Figure 1. Clock wires, drivers and flops.
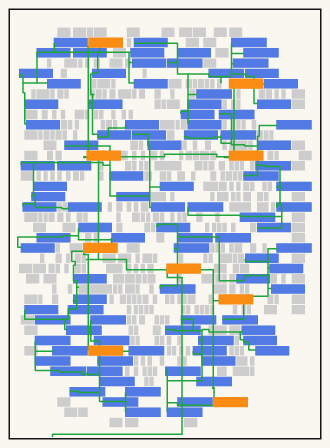
Figure 2. Ports around the boundary.
Pins as bars across the die edge, other pins in grey.
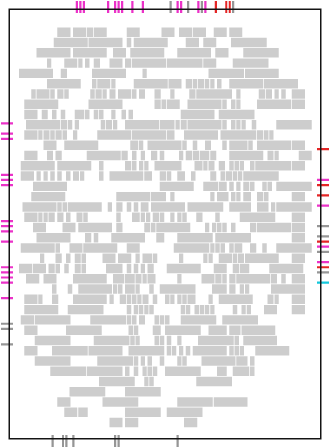
==> config.mk <==
export PLATFORM = sky130hd
export DESIGN_NAME = seg7_scan_capture
export DESIGN_NICKNAME = d
export VERILOG_FILES = /design/src/rtl/seg7_pkg.sv /design/src/rtl/seg7_decode.sv /design/src/rtl/seg7_scan_capture.sv
export SDC_FILE = /design/constraint.sdc
export NUM_CORES = 1
export LEC_CHECK = 0
export ABC_AREA = 1
export ABC_CLOCK_PERIOD_IN_PS = 5900
export CORE_ASPECT_RATIO = 1.4
export CORE_MARGIN = 2
export CORE_UTILIZATION = 47
export CTS_CLUSTER_SIZE = 24
export DETAILED_ROUTE_END_ITERATION = 8
export PLACE_DENSITY = 0.71
export SLEW_MARGIN = 20
export SYNTH_ARGS = -nofsm -noshare
export SYNTH_HDL_FRONTEND = slang
export SYNTH_SLANG_ARGS = --single-unit
==> constraint.sdc <==
create_clock -name clk -period 5.9 [get_ports clk]
set_input_delay 0.885 -clock clk [delete_from_list [all_inputs] [get_ports clk]]
set_output_delay 0.885 -clock clk [all_outputs]
set_load 0.1 [all_outputs]
==> src/rtl/seg7_pkg.sv <==
// -----------------------------------------------------------------------------
// seg7_pkg
//   Shared definitions for the 7-segment scan capture block.
//   - Active-low segment codes for the digits 0..9 (bit6=g ... bit0=a) and the
//     all-off blank code.
//   - Capture FSM state encoding.
//   - Decoder result record {err, val}.
// -----------------------------------------------------------------------------
package seg7_pkg;

  // Active-low segment patterns as driven by the display encoder.
  localparam logic [6:0] SEG_0     = 7'h40;
  localparam logic [6:0] SEG_1     = 7'h79;
  localparam logic [6:0] SEG_2     = 7'h24;
  localparam logic [6:0] SEG_3     = 7'h30;
  localparam logic [6:0] SEG_4     = 7'h19;
  localparam logic [6:0] SEG_5     = 7'h12;
  localparam logic [6:0] SEG_6     = 7'h02;
  localparam logic [6:0] SEG_7     = 7'h78;
  localparam logic [6:0] SEG_8     = 7'h00;
  localparam logic [6:0] SEG_9     = 7'h10;
  localparam logic [6:0] SEG_BLANK = 7'h7F;

  // Value reported for any pattern that is not one of the ten digits.
  localparam logic [3:0] BCD_INVALID = 4'hF;

  // Capture FSM states.
  typedef enum logic [1:0] {
    S_IDLE   = 2'd0,  // bus blank, nothing selected
    S_SETTLE = 2'd1,  // a digit is selected, waiting for the sample to settle
    S_HELD   = 2'd2   // current sample already committed
  } cap_state_e;

  // Decoder output.
  typedef struct packed {
    logic       err;  // 1 = pattern is not a decimal digit
    logic [3:0] val;  // BCD value, BCD_INVALID when err=1
  } seg_dec_t;

endpackage : seg7_pkg

==> src/rtl/seg7_decode.sv <==
// -----------------------------------------------------------------------------
// seg7_decode
//   Combinational inverse of the display encoder: maps an active-low 7-segment
//   pattern back to its BCD value. Only the ten exact digit patterns decode;
//   everything else (including blank and partially lit patterns) reports
//   err=1 with value 4'hF.
// Ports
//   seg_code  in   7   active-low segment pattern, bit6=g ... bit0=a
//   dec       out  5   {err, val}
// -----------------------------------------------------------------------------
module seg7_decode
  import seg7_pkg::*;
(
  input  logic [6:0] seg_code,
  output seg_dec_t   dec
);

  // Exact-match lookup of the ten digit patterns.
  always_comb begin
    dec.err = 1'b0;
    dec.val = 4'd0;
    case (seg_code)
      SEG_0:   dec.val = 4'd0;
      SEG_1:   dec.val = 4'd1;
      SEG_2:   dec.val = 4'd2;
      SEG_3:   dec.val = 4'd3;
      SEG_4:   dec.val = 4'd4;
      SEG_5:   dec.val = 4'd5;
      SEG_6:   dec.val = 4'd6;
      SEG_7:   dec.val = 4'd7;
      SEG_8:   dec.val = 4'd8;
      SEG_9:   dec.val = 4'd9;
      default: begin
        dec.err = 1'b1;
        dec.val = BCD_INVALID;
      end
    endcase
  end

endmodule : seg7_decode

==> src/rtl/seg7_scan_capture.sv <==
// -----------------------------------------------------------------------------
// seg7_scan_capture
//   Receive end of a multiplexed 7-segment display bus. The raw segment and
//   anode lines are synchronised, each settled {anode, segment} sample is
//   decoded back to BCD and stored per digit. Scan transitions and ghosting
//   are rejected by requiring the sample to stay identical for STABLE_CNT
//   consecutive comparisons before it is committed.
// Parameters
//   DIGITS      number of multiplexed digits (anode width)
//   STABLE_CNT  identical consecutive comparisons required before commit (>=2)
//   CNT_W       stability counter width, must hold STABLE_CNT-1
// Ports
//   clk          in   1          system clock, rising edge
//   rst_n        in   1          asynchronous reset, active low
//   seg_in       in   7          segment lines, active low, bit6=g ... bit0=a
//   anode_in     in   DIGITS     digit select, active low, one-hot-low when valid
//   digit_val    out  4*DIGITS   captured BCD per digit, digit i at [4i+3:4i]
//   digit_err    out  DIGITS     1 = last commit of digit i was undecodable
//   frame_valid  out  1          pulse: every digit committed since last pulse
//   anode_err    out  1          pulse: settled sample had more than one anode low
// -----------------------------------------------------------------------------
module seg7_scan_capture
  import seg7_pkg::*;
#(
  parameter int DIGITS     = 8,
  parameter int STABLE_CNT = 4,
  parameter int CNT_W      = 3
) (
  input  logic                  clk,
  input  logic                  rst_n,
  input  logic [6:0]            seg_in,
  input  logic [DIGITS-1:0]     anode_in,
  output logic [4*DIGITS-1:0]   digit_val,
  output logic [DIGITS-1:0]     digit_err,
  output logic                  frame_valid,
  output logic                  anode_err
);

  localparam int               SMP_W    = DIGITS + 7;
  localparam logic [CNT_W-1:0] CNT_LAST = CNT_W'(STABLE_CNT - 1);

  // ---------------------------------------------------------------------------
  // Synchroniser and sample history. Reset to all-ones so the pipeline looks
  // like a blank bus and no spurious selection is seen after reset.
  // ---------------------------------------------------------------------------
  logic [SMP_W-1:0] sync1_q, sync1_d;
  logic [SMP_W-1:0] sync2_q, sync2_d;
  logic [SMP_W-1:0] prev_q,  prev_d;

  logic [DIGITS-1:0] smp_anode;
  logic [6:0]        smp_seg;
  logic [DIGITS-1:0] low_vec;
  logic              same;
  logic              blank;
  logic              multi_low;

  // Capture FSM and stability counter.
  cap_state_e        state_q, state_d;
  logic [CNT_W-1:0]  cnt_q,   cnt_d;
  logic              commit;

  // Per-digit results and frame tracking.
  logic [4*DIGITS-1:0] digit_val_q, digit_val_d;
  logic [DIGITS-1:0]   digit_err_q, digit_err_d;
  logic [DIGITS-1:0]   seen_q,      seen_d;
  logic [DIGITS-1:0]   seen_next;
  logic [DIGITS-1:0]   commit_mask;
  logic                frame_valid_q, frame_valid_d;
  logic                anode_err_q,   anode_err_d;

  seg_dec_t            dec;

  // Decoder for the synchronised segment pattern.
  seg7_decode u_decode (
    .seg_code (smp_seg),
    .dec      (dec)
  );

  // Next values of the input pipeline and sample classification.
  always_comb begin
    sync1_d   = {anode_in, seg_in};
    sync2_d   = sync1_q;
    prev_d    = sync2_q;
    smp_anode = sync2_q[SMP_W-1:7];
    smp_seg   = sync2_q[6:0];
    low_vec   = ~smp_anode;
    same      = (sync2_q == prev_q);
    blank     = &smp_anode;
    // Clearing the lowest set bit leaves something only if two or more are set.
    multi_low = |(low_vec & (low_vec - {{(DIGITS-1){1'b0}}, 1'b1}));
  end

  // Capture FSM next-state: wait for a selection, count identical samples,
  // commit once, then hold until the sample changes.
  always_comb begin
    state_d = state_q;
    cnt_d   = cnt_q;
    commit  = 1'b0;
    case (state_q)
      S_IDLE: begin
        if (!blank) begin
          state_d = S_SETTLE;
          cnt_d   = '0;
        end else begin
          state_d = S_IDLE;
          cnt_d   = '0;
        end
      end
      S_SETTLE: begin
        if (blank) begin
          state_d = S_IDLE;
          cnt_d   = '0;
        end else if (!same) begin
          cnt_d   = '0;
        end else if (cnt_q == CNT_LAST) begin
          commit  = 1'b1;
          state_d = S_HELD;
          cnt_d   = '0;
        end else begin
          cnt_d   = cnt_q + {{(CNT_W-1){1'b0}}, 1'b1};
        end
      end
      S_HELD: begin
        if (!same) begin
          state_d = blank ? S_IDLE : S_SETTLE;
          cnt_d   = '0;
        end else begin
          state_d = S_HELD;
          cnt_d   = cnt_q;
        end
      end
      default: begin
        state_d = S_IDLE;
        cnt_d   = '0;
      end
    endcase
  end

  // Commit datapath: write the selected digit, track which digits have been
  // seen this frame, and flag ghosted (multi-anode) samples instead of writing.
  always_comb begin
    if (commit && !multi_low) begin
      commit_mask = low_vec;
    end else begin
      commit_mask = '0;
    end

    digit_val_d = digit_val_q;
    digit_err_d = digit_err_q;
    for (int i = 0; i < DIGITS; i++) begin
      if (commit_mask[i]) begin
        digit_val_d[4*i +: 4] = dec.val;
        digit_err_d[i]        = dec.err;
      end else begin
        digit_val_d[4*i +: 4] = digit_val_q[4*i +: 4];
        digit_err_d[i]        = digit_err_q[i];
      end
    end

    // The completing commit itself counts toward the frame; seen restarts
    // empty so a commit in the pulse cycle begins the next frame.
    seen_next = seen_q | commit_mask;
    if (&seen_next) begin
      frame_valid_d = 1'b1;
      seen_d        = '0;
    end else begin
      frame_valid_d = 1'b0;
      seen_d        = seen_next;
    end

    anode_err_d = commit && multi_low;
  end

  // Input synchroniser and previous-sample register.
  always_ff @(posedge clk or negedge rst_n) begin
    if (!rst_n) begin
      sync1_q <= '1;
      sync2_q <= '1;
      prev_q  <= '1;
    end else begin
      sync1_q <= sync1_d;
      sync2_q <= sync2_d;
      prev_q  <= prev_d;
    end
  end

  // Capture FSM state and stability counter.
  always_ff @(posedge clk or negedge rst_n) begin
    if (!rst_n) begin
      state_q <= S_IDLE;
      cnt_q   <= '0;
    end else begin
      state_q <= state_d;
      cnt_q   <= cnt_d;
    end
  end

  // Per-digit result registers, seen vector and status pulses.
  always_ff @(posedge clk or negedge rst_n) begin
    if (!rst_n) begin
      digit_val_q   <= '0;
      digit_err_q   <= '0;
      seen_q        <= '0;
      frame_valid_q <= 1'b0;
      anode_err_q   <= 1'b0;
    end else begin
      digit_val_q   <= digit_val_d;
      digit_err_q   <= digit_err_d;
      seen_q        <= seen_d;
      frame_valid_q <= frame_valid_d;
      anode_err_q   <= anode_err_d;
    end
  end

  assign digit_val   = digit_val_q;
  assign digit_err   = digit_err_q;
  assign frame_valid = frame_valid_q;
  assign anode_err   = anode_err_q;

endmodule : seg7_scan_capture

==> results_dict.tcl <==
# flow metrics
set metrics [dict create \
    clock_buffers 15 \
    netlist_area_um2 4010 \
    nWellTaps 102 \
    whs_ns 0.351 \
    cts_resized 0 \
    synthTopCellsByCount "106 x nand2_1, 82 x inv_1, 55 x dfrtp_1" \
    cts_hold_buf 0 \
    reg2reg_slack_ns 3.41 \
    overflow 0 \
    worstPathCellList "clkdlybuf4s50_1" \
    nFillCells 688 \
    worst-path-buf-inv 1 \
    muxShareOfSynthArea_pct 0 \
    ir_drop_uv 183 \
    root_buffer "clkbuf_16" \
    simple_gate_area_share_pct 19.2 \
    met3_usage_pct 4.63 \
    reg2reg_from "prev_d[7]" \
    timing.final.crit_share_pct 46.7 \
    syn-instance-count 413 \
    antenna_found_initial 0 \
    path_delay_family "buffers and inverters" \
    drt-total-wl_um 8190 \
    coreArea_um2 8250 \
    critPathLaunch "digit_val[25]" \
    antenna_cells 0 \
    rsz0062_at_grt "false" \
    grt_pass1_vias 2951 \
    r2r_cells 11 \
    crit_arrival_ns 1.87 \
    ys.flops 100 \
    num-nonclk-inverters 84 \
    place.gp.congestion 0.895 \
    clock_path_buffers 2 \
    synth.distinct_cells 34 \
    p_comb_mw 0.0618 \
    cp_data_required_time_ns 5.02 \
    crit_path_end "digit_val[25]" \
    share_comb_of_total_power_pct 4.5 \
    sh_comb_area_pct 22.7 \
    final_common_cell "nand2_1" \
    final_cells 590 \
    post-place-ws_ns 3.44 \
    numCtsBuffers 9 \
    comb_cells 229 \
    ant_nets 0 \
    tightest_slew_ns 0.988 \
    flop_cell "dfrtp_1" \
    grt.met2_usage_pct 32.7 \
    cp-start-kind "flop" \
    post-route-util_pct 60.9 \
    edf_count 0 \
    synthToLayoutAreaGrowth_pct 25.1 \
    hold_start "sync1_q[2]" \
    crit_type "reg -> out" \
    cp-end-kind "output pin" \
    clkSinkCount 100 \
    top_cell "nand2_1" \
    finalPower_mw 1.36 \
    dominant_cells "registers" \
    yosys-top-cells-area "dfrtp_1 34%, dfstp_2 29%, nand2_1 9.9%" \
    outcome "completed" \
    io-pin-count 59 \
    combGateArea_um2 1140 \
    final_layout_top_logic_cells "106 x nand2_1, 82 x inv_1, 57 x clkdlybuf4s50_1" \
    fin_tns_setup_ns 0 \
    grt_max_degree 58 \
    use_met1_pct 25.1 \
    whs_path_depth 0 \
    yosysTopAreaCellShare_pct 34.3 \
    seq_area_frac_synth_pct 63.7 \
    setup_ws_ns 3.14 \
    synthAoiAreaFrac_pct 8.67 \
    largest_reg_flops 32 \
    drv_slew 0 \
    postPlaceCellArea_um2 4730 \
    power_leakage_nw 2.60 \
    cts_tree "yes" \
    p_int_mw 1.07 \
]
## Picture notes: Figure 1
[cells driving clock nets] orange | count: 9
[flip-flops] blue | count: 100
[clock wires] green | length: 1110 um
flops lie: all over the die
routed clock nets: 10
clk_skew: 0.00802 ns
clk_lat worst skew: 0.34 ns
clock share of power: 41.9%
Clk. pwr: 0.569 mW

## Picture notes: Figure 2
[`digit_err`] red | pins: 8 | direction: output | edge: 5 east, 3 north
[`digit_val`] magenta | pins: 32 | direction: output | edge: 15 west, 13 north, 4 east
[`anode_err`] cyan | pins: 1 | direction: output | edge: east
Die W: 82.1 um
IO buf count: 58
Die Y: 113 um

Power and IR drop assume default switching activity.
